Design hack_cpu_mc_flat, sky130hd; sources not shown.
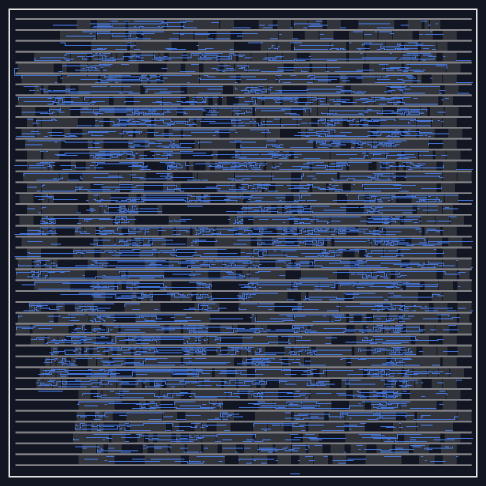
Figure 1: the metal 1 layer.
Drawn at 4 px/um. Supply wires on this layer in grey. Cells faint in the background.
longest straight run: 38.2 um
main direction: horizontal
Detailed Route WL: 20200 um
grt met1 use: 39.6%
total number of vias: 6037

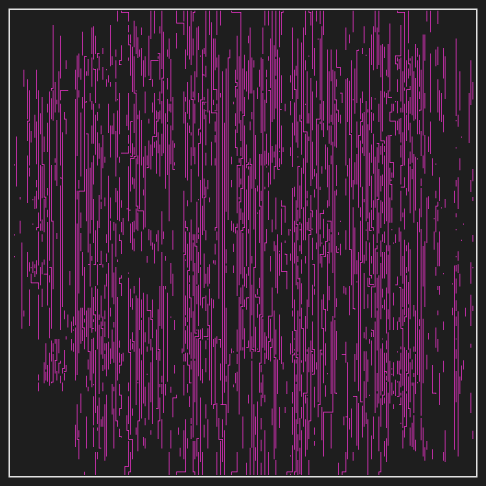
Figure 2: the metal 2 layer.
Drawn at 4 px/um.
main direction: vertical
share of all routed wire: 49%
longest straight run: 83.3 um
nets with wire on the layer: 788
met2 usage: 52.6%

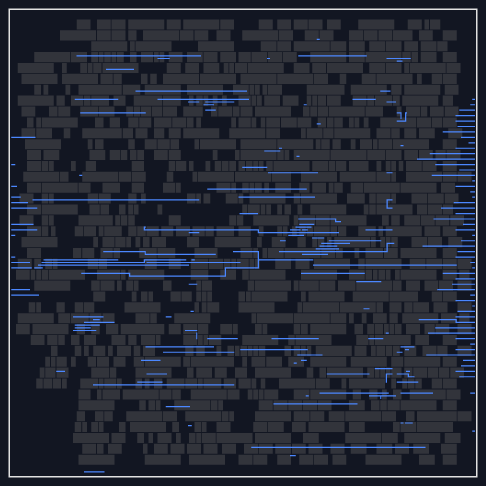
Figure 3: the metal 3 layer.
Drawn at 4 px/um. Cells faint in the background.
main direction: horizontal
longest straight run: 43.2 um
M3 GR Usage: 5.76%

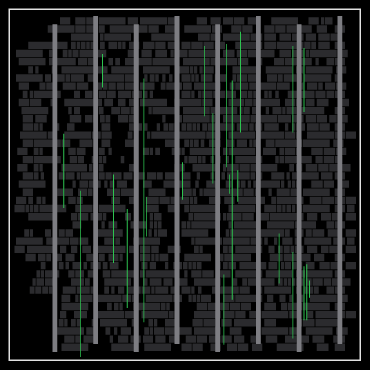
Figure 4: the metal 4 layer.
Drawn at 3 px/um. Supply wires on this layer in grey. Cells faint in the background.
share of all routed wire: 3.1%
wire length on this layer: 627 um
main direction: vertical

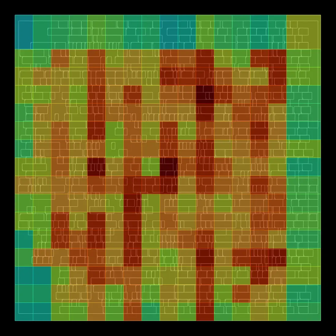
Figure 5: routing congestion map.
most used routing layer: met2
total track usage: 31.4%
post-route core utilization: 71.9%

==> impl_metrics.json <==
{
  "top_area_cell": "dfrtp_1",
  "synth_flops": 114,
  "synth-edff-count": 0,
  "status": "completed",
  "first_pass_iters": 5,
  "final_nets": 917,
  "ctsHoldBuffers": 0,
  "yosysSeqAreaShare_pct": 41.1,
  "cp_num_buf_inv": 4,
  "relSlewSlack_pct": 32.7,
  "rsz0062_at_grt": "false",
  "cts_buffer_depth": 2,
  "arrival_ns": 5.32,
  "syn_avg_cell_area_um2": 9.76,
  "insertedDiodeCount": 0,
  "syn_to_final_growth_pct": 31.6,
  "crit_chain": "clkbuf_1 -> clkbuf_2 -> xnor2_1 -> fa_1 -> a21o_1 -> and4_4 -> nor4b_4 -> nor3_1 -> o21ai_0 -> a211oi_1 -> o311a_1 -> a31o_1 -> a31oi_2 -> buf_6 -> buf_12 -> mux2i_1 -> a22oi_2",
  "fillCellCount": 975,
  "clkSlewWorstSetupHoldPaths_ns": 0.06,
  "tns_ns": 0,
  "antenna_left": 0,
  "yosys_area_mm2": 0.00695,
  "min_period_ns": 5.04
}
[routing by layer]
| layer | GRT usage (%) | share of wire, % | wire (um) | vias to the layer above |
|---|---|---|---|---|
| met3 | 5.76 | 6.7 | 1350 | 55 |
| met1 | 39.6 | 41 | 8320 | 2940 |
| met4 | 14.4 | 3.1 | 626 | 0 |
| met5 | 0 | 0 | 0 | - |
| met2 | 52.6 | 49 | 9930 | 257 |
| li1 | - | - | - | 2785 |
[kinds of logic (layout without fill, tap and decap cells)]
logic type	Yosys count	in the layout	share of synthesized area (%)
simple gates	199	199	13.9
compound gates	152	152	14.1
flops	114	114	41.1
mux	97	97	15.1
buf+inv	75	239	5.29
xor+xnor	55	55	7.04
fa+ha+maj	19	19	3.49
other cells	1	1	0.0540
[area by class of cell]
class	instances	area, um^2	share of cell area, %
clock buffers	23	498	5.44
flip-flops and latches	114	2850	31.2
plain buffers	57	304	3.32
inverters	17	63.8	0.698
repair buffers	133	1350	14.8
clock inverters	9	126	1.38
multi-input cells	523	3740	40.8
well taps	172	215	2.35
[synthesized netlist by cell type (2+ instances only)]
| cell | n |
|---|---|
| and2_1 | 2 |
| nor2b_1 | 2 |
| nor3b_1 | 2 |
| or2_2 | 3 |
| and3_1 | 14 |
| a31oi_1 | 9 |
| mux2_2 | 61 |
| clkbuf_1 | 32 |
| mux2i_1 | 36 |
| a211oi_1 | 6 |
| or3_1 | 7 |
| nand2b_1 | 17 |
| buf_1 | 6 |
| o31ai_1 | 2 |
| nor3_1 | 9 |
| xor2_1 | 15 |
| inv_1 | 16 |
| a31o_1 | 2 |
| buf_4 | 16 |
| nand3_1 | 9 |
| dfrtp_1 | 114 |
| o21a_1 | 2 |
| or4_1 | 4 |
| nor2_1 | 38 |
| xnor2_1 | 39 |
| nand2_1 | 83 |
| buf_2 | 2 |
| o21ai_0 | 67 |
| o21bai_1 | 2 |
| ha_1 | 17 |
| a21o_1 | 7 |
| o21ai_1 | 3 |
| o22ai_1 | 2 |
| a22oi_2 | 6 |
| o2bb2ai_1 | 3 |
| nand4_1 | 3 |
| a21oi_1 | 23 |
| a211o_1 | 6 |
[metrics by stage]
stage	hold slack [ns]	cells
detailed placement	0.475	1017
global route	0.503	1048
floorplan	0.473	712
finish	0.485	1048
CTS	0.487	1049
global placement	0.466	1016
[worst reg2reg max path, delay by kind of cell (launching register included)]
family / cells / cell delay, ns
compound gates: 7 / 1.61
buf+inv: 4 / 1.28
simple gates: 3 / 0.79
fa+ha+maj: 1 / 0.47
flops: 1 / 0.31
mux: 1 / 0.25
xor+xnor: 1 / 0.19
